==> src/rtl/au_src_fmt_pkg.sv <==
// ----------------------------------------------------------------------------
// au_pkg
// Shared definitions for the audio source/format block:
//   - src_e       : equaliser source encoding (SRC_I2S = 0, SRC_ADC = 1)
//   - DIV_50M     : sys_clk cycles per sample for 40 kHz at 50 MHz
//   - DEB_CYC_50M : key debounce length at 50 MHz (4 ms)
//   - cnt_width() : bits needed to hold 0..max_val
// ----------------------------------------------------------------------------
package au_pkg;

    typedef enum logic {
        SRC_I2S = 1'b0,
        SRC_ADC = 1'b1
    } src_e;

    localparam int DIV_50M     = 1250;
    localparam int DEB_CYC_50M = 200000;

    // Width of a counter that must represent every value 0..max_val.
    function automatic int cnt_width(input int max_val);
        return (max_val < 2) ? 1 : $clog2(max_val + 1);
    endfunction

endpackage

==> src/rtl/au_src_fmt_if.sv <==
// ----------------------------------------------------------------------------
// au_src_fmt_if
// Groups the data/control signals of au_src_fmt.
//   key      : active-low keys, [0] = I2S, [1] = ADC
//   i2s_din  : signed I2S left-channel sample
//   adc_din  : unsigned (offset binary) parallel ADC sample
//   smp_stb  : one-cycle sample strobe
//   src_sel  : active source (0 = I2S, 1 = ADC)
//   eq_din   : signed equaliser input sample
//   filt_din : signed filtered sample, qualified by filt_vld
//   dac_dat  : DAC code
//   clip     : one-cycle saturation pulse
// Modports: master = environment side, slave = au_src_fmt side.
// ----------------------------------------------------------------------------
interface au_src_fmt_if #(
    parameter int DATA_W = 24,
    parameter int ADC_W  = 8,
    parameter int DAC_W  = 8
);
    logic        [1:0]        key;
    logic signed [DATA_W-1:0] i2s_din;
    logic        [ADC_W-1:0]  adc_din;
    logic                     smp_stb;
    logic                     src_sel;
    logic signed [DATA_W-1:0] eq_din;
    logic signed [DATA_W-1:0] filt_din;
    logic                     filt_vld;
    logic        [DAC_W-1:0]  dac_dat;
    logic                     clip;

    modport master (
        output key, i2s_din, adc_din, filt_din, filt_vld,
        input  smp_stb, src_sel, eq_din, dac_dat, clip
    );

    modport slave (
        input  key, i2s_din, adc_din, filt_din, filt_vld,
        output smp_stb, src_sel, eq_din, dac_dat, clip
    );
endinterface

==> src/rtl/au_src_fmt_key_deb.sv <==
// ----------------------------------------------------------------------------
// au_key_deb
// Debounce for one active-low key. The counter increments while the key is
// low, clears while it is high and saturates at DEB_CYC. press pulses for one
// cycle, in the cycle the counter holds DEB_CYC for the first time, so a held
// key produces exactly one event.
// Ports:
//   clk   : clock
//   rst_n : asynchronous active-low reset
//   key_n : active-low key input (synchronous to clk)
//   press : one-cycle press event
// ----------------------------------------------------------------------------
module au_key_deb
    import au_pkg::*;
#(
    parameter int DEB_CYC = DEB_CYC_50M
) (
    input  logic clk,
    input  logic rst_n,
    input  logic key_n,
    output logic press
);
    localparam int            CW      = cnt_width(DEB_CYC);
    localparam logic [CW-1:0] CNT_MAX = CW'(DEB_CYC);

    logic [CW-1:0] cnt_q, cnt_d;
    logic          press_q, press_d;

    always_comb begin
        cnt_d   = cnt_q;
        press_d = 1'b0;
        if (key_n) begin
            cnt_d = '0;
        end else if (cnt_q != CNT_MAX) begin
            cnt_d = cnt_q + 1'b1;
            // Registered so the event lines up with the counter at DEB_CYC.
            press_d = (cnt_d == CNT_MAX);
        end
    end

    always_ff @(posedge clk or negedge rst_n) begin
        if (!rst_n) begin
            cnt_q   <= '0;
            press_q <= 1'b0;
        end else begin
            cnt_q   <= cnt_d;
            press_q <= press_d;
        end
    end

    assign press = press_q;

endmodule

==> src/rtl/au_src_fmt.sv <==
// ----------------------------------------------------------------------------
// au_src_fmt
// Audio front/back-end formatter for the equaliser chain.
//   - Sample strobe: divides sys_clk by DIV, smp_stb is a registered pulse.
//   - Source select: two debounced keys drive a two-state FSM (I2S / ADC);
//     eq_din is loaded from the selected source only on the strobe edge.
//   - ADC expansion: offset binary -> two's complement, left-aligned.
//   - DAC path: filt_din >>> SHIFT, saturated to DAC_W signed, converted to
//     offset binary; clip pulses when saturation happens.
// Configuration macro: AU_FMT_DAC_INV_EN -> dac_dat (and its reset value)
//   is bitwise inverted, for DACs whose output voltage falls with code.
// Ports:
//   sys_clk : the only clock
//   sys_rst : asynchronous active-low reset
//   bus     : au_src_fmt_if slave modport (key, samples, strobe, DAC code)
// Constraints: ADC_W, DAC_W in 2..DATA_W; SHIFT < DATA_W; DIV >= 2;
//   DEB_CYC >= 1.
// ----------------------------------------------------------------------------
module au_src_fmt
    import au_pkg::*;
#(
    parameter int DATA_W  = 24,
    parameter int ADC_W   = 8,
    parameter int DAC_W   = 8,
    parameter int SHIFT   = 7,
    parameter int DIV     = DIV_50M,
    parameter int DEB_CYC = DEB_CYC_50M
) (
    input  logic            sys_clk,
    input  logic            sys_rst,
    au_src_fmt_if.slave     bus
);
    // ------------------------------------------------------------------
    // Constants
    // ------------------------------------------------------------------
    localparam int               CNT_W    = cnt_width(DIV - 1);
    localparam logic [CNT_W-1:0] CNT_LAST = CNT_W'(DIV - 1);

    localparam logic [ADC_W-1:0] ADC_MSB  = {1'b1, {(ADC_W-1){1'b0}}};
    localparam logic [DAC_W-1:0] DAC_MSB  = {1'b1, {(DAC_W-1){1'b0}}};

    // Saturation bounds of a DAC_W-bit signed value, sign-extended to DATA_W.
    localparam logic signed [DATA_W-1:0] SAT_MAX =
        {{(DATA_W-DAC_W+1){1'b0}}, {(DAC_W-1){1'b1}}};
    localparam logic signed [DATA_W-1:0] SAT_MIN =
        {{(DATA_W-DAC_W+1){1'b1}}, {(DAC_W-1){1'b0}}};

`ifdef AU_FMT_DAC_INV_EN
    localparam logic [DAC_W-1:0] DAC_RST = ~DAC_MSB;
`else
    localparam logic [DAC_W-1:0] DAC_RST = DAC_MSB;
`endif

    // ------------------------------------------------------------------
    // Key debounce, one instance per key
    // ------------------------------------------------------------------
    logic [1:0] press;

    genvar gi;
    generate
        for (gi = 0; gi < 2; gi++) begin : g_deb
            au_key_deb #(
                .DEB_CYC (DEB_CYC)
            ) u_deb (
                .clk   (sys_clk),
                .rst_n (sys_rst),
                .key_n (bus.key[gi]),
                .press (press[gi])
            );
        end
    endgenerate

    // ------------------------------------------------------------------
    // State
    // ------------------------------------------------------------------
    logic [CNT_W-1:0]         cnt_q,  cnt_d;
    logic                     stb_q,  stb_d;
    src_e                     src_q,  src_d;
    logic signed [DATA_W-1:0] eq_q,   eq_d;
    logic        [DAC_W-1:0]  dac_q,  dac_d;
    logic                     clip_q, clip_d;

    // ------------------------------------------------------------------
    // Datapath helpers
    // ------------------------------------------------------------------
    logic        [ADC_W-1:0]  adc_tc;
    logic signed [DATA_W-1:0] adc_ext;
    logic signed [DATA_W-1:0] filt_shr;
    logic signed [DATA_W-1:0] filt_sat;
    logic                     sat_hi;
    logic                     sat_lo;
    logic        [DAC_W-1:0]  dac_code;

    // Offset binary to two's complement is an MSB flip; then left-align.
    assign adc_tc  = bus.adc_din ^ ADC_MSB;
    assign adc_ext = DATA_W'(adc_tc) << (DATA_W - ADC_W);

    assign filt_shr = $signed(bus.filt_din) >>> SHIFT;
    assign sat_hi   = (filt_shr > SAT_MAX);
    assign sat_lo   = (filt_shr < SAT_MIN);

    always_comb begin
        filt_sat = filt_shr;
        if (sat_hi) begin
            filt_sat = SAT_MAX;
        end else if (sat_lo) begin
            filt_sat = SAT_MIN;
        end
    end

`ifdef AU_FMT_DAC_INV_EN
    assign dac_code = ~(filt_sat[DAC_W-1:0] ^ DAC_MSB);
`else
    assign dac_code = filt_sat[DAC_W-1:0] ^ DAC_MSB;
`endif

    // ------------------------------------------------------------------
    // Next-state logic
    // ------------------------------------------------------------------
    always_comb begin
        cnt_d  = (cnt_q == CNT_LAST) ? '0 : cnt_q + 1'b1;
        stb_d  = (cnt_q == CNT_LAST);

        // key[0] is checked first so it wins a simultaneous press.
        src_d = src_q;
        if (press[0]) begin
            src_d = SRC_I2S;
        end else if (press[1]) begin
            src_d = SRC_ADC;
        end

        // Loaded on the strobe-raising edge from the current source, so a
        // source change never lands mid-sample.
        eq_d = eq_q;
        if (cnt_q == CNT_LAST) begin
            eq_d = (src_q == SRC_ADC) ? adc_ext : bus.i2s_din;
        end

        dac_d  = dac_q;
        clip_d = 1'b0;
        if (bus.filt_vld) begin
            dac_d  = dac_code;
            clip_d = sat_hi | sat_lo;
        end
    end

    always_ff @(posedge sys_clk or negedge sys_rst) begin
        if (!sys_rst) begin
            cnt_q  <= '0;
            stb_q  <= 1'b0;
            src_q  <= SRC_ADC;
            eq_q   <= '0;
            dac_q  <= DAC_RST;
            clip_q <= 1'b0;
        end else begin
            cnt_q  <= cnt_d;
            stb_q  <= stb_d;
            src_q  <= src_d;
            eq_q   <= eq_d;
            dac_q  <= dac_d;
            clip_q <= clip_d;
        end
    end

    // ------------------------------------------------------------------
    // Outputs
    // ------------------------------------------------------------------
    assign bus.smp_stb = stb_q;
    assign bus.src_sel = src_q;
    assign bus.eq_din  = eq_q;
    assign bus.dac_dat = dac_q;
    assign bus.clip    = clip_q;

endmodule

==> src/flat_wrapper.sv <==
// flat-port wrapper written by rule: the top's interface ports become plain ports
module au_src_fmt_flat import au_pkg::*;
#(
    parameter int DATA_W  = 24,
    parameter int ADC_W   = 8,
    parameter int DAC_W   = 8,
    parameter int SHIFT   = 7,
    parameter int DIV     = DIV_50M,
    parameter int DEB_CYC = DEB_CYC_50M
)
  (sys_clk, sys_rst, bus_key, bus_i2s_din, bus_adc_din, bus_filt_din, bus_filt_vld, bus_smp_stb, bus_src_sel, bus_eq_din, bus_dac_dat, bus_clip);
  au_src_fmt_if #(.DATA_W(DATA_W), .ADC_W(ADC_W), .DAC_W(DAC_W)) bus_i ();
  input  logic sys_clk;
  input  logic sys_rst;
  input wire logic [$bits(bus_i.key)-1:0] bus_key;
  input wire logic [$bits(bus_i.i2s_din)-1:0] bus_i2s_din;
  input wire logic [$bits(bus_i.adc_din)-1:0] bus_adc_din;
  input wire logic [$bits(bus_i.filt_din)-1:0] bus_filt_din;
  input wire logic [$bits(bus_i.filt_vld)-1:0] bus_filt_vld;
  output wire logic [$bits(bus_i.smp_stb)-1:0] bus_smp_stb;
  output wire logic [$bits(bus_i.src_sel)-1:0] bus_src_sel;
  output wire logic [$bits(bus_i.eq_din)-1:0] bus_eq_din;
  output wire logic [$bits(bus_i.dac_dat)-1:0] bus_dac_dat;
  output wire logic [$bits(bus_i.clip)-1:0] bus_clip;
  assign bus_i.key = bus_key;
  assign bus_i.i2s_din = bus_i2s_din;
  assign bus_i.adc_din = bus_adc_din;
  assign bus_i.filt_din = bus_filt_din;
  assign bus_i.filt_vld = bus_filt_vld;
  assign bus_smp_stb = bus_i.smp_stb;
  assign bus_src_sel = bus_i.src_sel;
  assign bus_eq_din = bus_i.eq_din;
  assign bus_dac_dat = bus_i.dac_dat;
  assign bus_clip = bus_i.clip;
  au_src_fmt #(.DATA_W(DATA_W), .ADC_W(ADC_W), .DAC_W(DAC_W), .SHIFT(SHIFT), .DIV(DIV), .DEB_CYC(DEB_CYC)) u_core (.sys_clk(sys_clk), .sys_rst(sys_rst), .bus(bus_i));
endmodule
==> config.mk <==
export PLATFORM = sky130hd
export DESIGN_NAME = au_src_fmt_flat
export DESIGN_NICKNAME = d
export VERILOG_FILES = /design/src/rtl/au_src_fmt_pkg.sv /design/src/rtl/au_src_fmt_if.sv /design/src/rtl/au_src_fmt_key_deb.sv /design/src/rtl/au_src_fmt.sv /design/src/flat_wrapper.sv
export SDC_FILE = /design/constraint.sdc
export NUM_CORES = 1
export LEC_CHECK = 0
export CORE_MARGIN = 5
export CORE_UTILIZATION = 50
export CTS_CLUSTER_DIAMETER = 120
export CTS_CLUSTER_SIZE = 14
export DETAILED_ROUTE_END_ITERATION = 6
export PLACE_DENSITY = 0.8
export SYNTH_ARGS = -nofsm -noshare
export SYNTH_HDL_FRONTEND = slang
export SYNTH_SLANG_ARGS = --single-unit
==> constraint.sdc <==
create_clock -name sys_clk -period 2.4 [get_ports sys_clk]
set_clock_uncertainty 0.2 [all_clocks]
set_input_delay 0.48 -clock sys_clk [delete_from_list [all_inputs] [get_ports sys_clk]]
set_output_delay 0.48 -clock sys_clk [all_outputs]
set_load 0.03 [all_outputs]
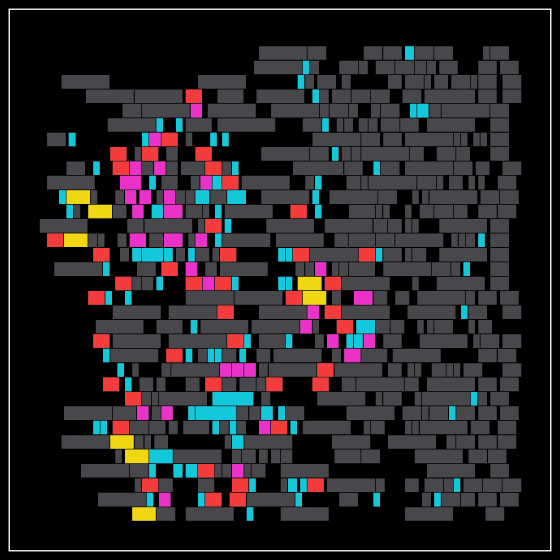
*Logic cells by family*
- magenta: and/or cells (cells 31; most used and3_1)
- cyan: nor cells (cells 87; most used nor2_1)
- yellow: fa/ha/maj cells (cells 8; most used ha_1)
- red: xor and xnor cells (cells 42)
most frequent logic cell in the layout: clkdlybuf4s50_1
logic share of the area: 36.72%
Finished Layout Cells: 642

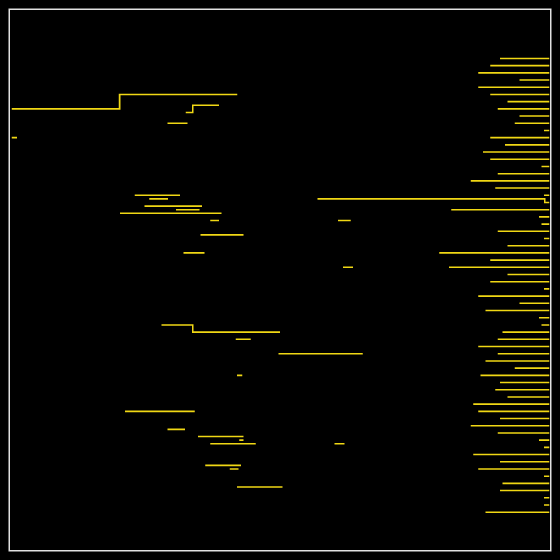
*Met3 routing*
- nets with wire on the layer: 80
- main direction: horizontal
- longest straight run: 42.8 µm
vias: 3423
global-route met3 utilization: 3.754%

==> reports/qor.txt <==
Status - finished, final reports clean
Crit path max-delay family - buffers and inverters
Internal power - 0.002193 W
Cell Area, Synth - 4229 µm²
CTS root buffer - clkbuf_8
Clock share of power - 39.6%
Synth top cell by count - dfrtp_1
Setup violators final - 0
Syn Area/Cell - 9.611 µm²
N_diodes - 0
Synth top area cells - dfrtp_1 49%, nor2_1 6.0%, xnor2_1 4.3%, xor2_1 4.3%, nand2_1 4.2%
CP required - 1.72 ns
Min Tclk post-route - 2.266 ns
Number of post-CTS setup repair buffers - 0
Boundary Pins - 96
Worst rel slew slack - 52.25%
Final period util - 94.43%
Yosys chip area - 4229 µm²
Critical path arrival - 1.59 ns
CP max stage cell - clkdlybuf4s50_1
Max Cap Viol - 0
EDFF count, synth - 0
RSZ-0062 raised after global routing - false
Net Switching - 0.0006621 W
Fillers - 646
Logic pwr share - 9.3%
Crit path kind - reg -> out
Die span in x - 102.0 µm
Post-synth top area share - 48.52%
Setup TNS after final layout - 0 ns
Placed Cells - 625
Cells after Synth - 440
P&R area growth vs syn - 30.12%
F_max - 441.3 MHz
Largest net degree at the start of global routing - 45
Worst Setup End Kind - output pin
Total gr overflow - 0
Starting DRT DRC Count - 143
CTS Buf Count - 9
Number of library cell types mapped by synthesis - 51
Sw Share - 23.19%
Max-slew violation count - 0
Ys async rst share - 100.0%
Number of global-route vias before repair - 3391
Final ANT Viol Nets - 0
HP Start - u_core.g_deb[0].u_deb.press
First-pass GRT wire length - 16.20 mm
Crit. Startpoint - u_core.bus.src_sel
Mapped Nets - 509
Top cells by count, synth - 82 x dfrtp_1, 68 x nor2_1, 47 x nand2_1
Synth Warn # - 0
Hold WS - 0.2088 ns
Num rows - 33
Layout cell share with drive strength beyond 1 - 8.007%
Core Box Area - 8217 µm²
Buf+Inv Stages, Crit Path - 1
Hold path cells - 1
Number of stages on the worst setup path - 1
Worst Hold Class - reg -> reg
Number of H-tree levels - 3
Sequential Power Share - 51.1%
Port bufs - 88
Synth flops - 84
Post-synth top flop - dfrtp_1
CTS tree - built
First drt pass iteration count - 4
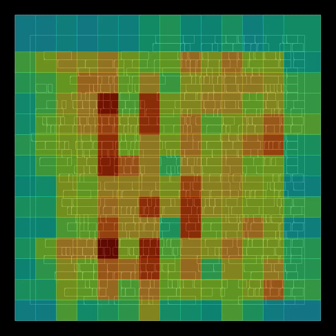
*Routing congestion map*
GRT Util Overall: 19.54%
GR Layer Usage met2: 30.88%
M1 GR Usage: 26.93%
wire length per cell: 14.97 µm

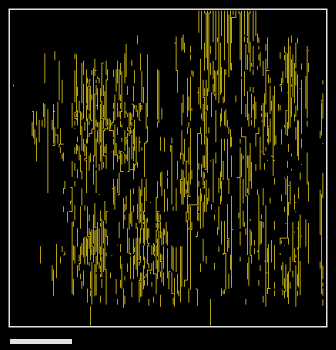
*Met2 routing*
Bar = 20 µm.
- share of all routed wire: 46%
- main direction: vertical
- longest straight run: 32.6 µm
- nets with wire on the layer: 497
- wire length on this layer: 4420 µm
Routed WL: 9.608 mm

## repair_timing
action	4_1_cts	5_1_grt
hold buffers	1	0
resized	0	2
endpoints found under the setup margin	0	1
hold endpoints to repair	21	0
## power groups by stage
stage / combinational, W / sequential [W] / clock (W)
after global routing: 0.000290 / 0.00146 / 0.00121
after CTS: 0.000269 / 0.00146 / 0.00115
after global placement: 0.000259 / 0.00149 / 0
final: 0.000264 / 0.00146 / 0.00113
after detailed placement: 0.000266 / 0.00149 / 0
after floorplan: 0.0000710 / 0.00151 / 0
## per-stage QoR
stage / cell area, µm² / setup slack, ns
6_report: 5503 / 0.1338
5_1_grt: 5503 / 0.05809
3_5_place_dp: 5254 / 0.1735
2_1_floorplan: 4229 / 0.3357
4_1_cts: 5489 / 0.1261
3_3_place_gp: 5254 / 0.2506
## path summary, 6_finish.rpt
kind                                                to
setup / recovery                           bus_src_sel
hold / removal                      u_core.bus.src_sel
setup reg to reg           u_core.g_deb[1].u_deb.press
hold reg to reg                     u_core.bus.src_sel
max in group asynchronous           u_core.bus.src_sel
min in group asynchronous        u_core.bus.eq_din[18]
## flip-flops by register name (all words and copies together), names as in the netlist
register / count
u_core.g_deb.u_deb.cnt_q: 36
u_core.bus.eq_din: 24
u_core.cnt_q: 11
u_core.bus.dac_dat: 8
u_core.g_deb.u_deb.press: 2
u_core.bus.clip: 1
u_core.bus.smp_stb: 1
u_core.bus.src_sel: 1
## logic make-up after synthesis
group	count (synthesis)	share of synthesized area, %
buffers and inverters	29	2.899
adders and majority gates	8	2.367
DFF	84	49.76
xor gates and xnor gates	42	8.698
muxes	12	2.840
AOI/OAI and AO/OA	42	5.769
and+or+nand+nor	223	27.66
## placed cells by master, fill, tap and decap left out, types with 2 or more instances in the layout
cell type | netlist | layout
nand3_2 | 2 | 3
and2_1 | 4 | 4
nand3_1 | 25 | 24
nor2_1 | 68 | 68
nor4_1 | 4 | 4
nand4b_1 | 3 | 3
dfrtp_1 | 82 | 82
clkinvlp_4 | 0 | 2
o21ai_0 | 5 | 5
bufinv_16 | 0 | 2
mux2i_1 | 12 | 12
nand2_1 | 47 | 47
ha_1 | 8 | 8
clkbuf_8 | 0 | 10
dfstp_2 | 2 | 2
and3_1 | 16 | 16
nor3_1 | 8 | 7
clkdlybuf4s50_1 | 0 | 87
xor2_1 | 21 | 21
nor4_4 | 1 | 2
a21oi_1 | 26 | 26
nand3b_1 | 19 | 19
inv_1 | 10 | 10
xnor2_1 | 21 | 21
nand4_1 | 7 | 7
buf_4 | 1 | 11
a31oi_1 | 2 | 2
or3_1 | 3 | 3
## layout make-up
class,instances,share of cell area [%]
multi-input cells,327,36.72
flip-flops and latches,84,38.24
clock inverters,5,1.523
clock buffers,11,2.569
repair buffers,100,17.87
well taps,105,2.387
inverters,10,0.6821
## layer usage
layer  global-route usage [%]  wire [µm]  vias up
met4                    7.265        159        0
met3                    3.754        791       11
met1                    26.93       4234     1613
li1                         -          -     1689
met5                        0          0        -
met2                    30.88       4423      110
Power figures rest on the tool's default switching activity, not on a simulated workload.
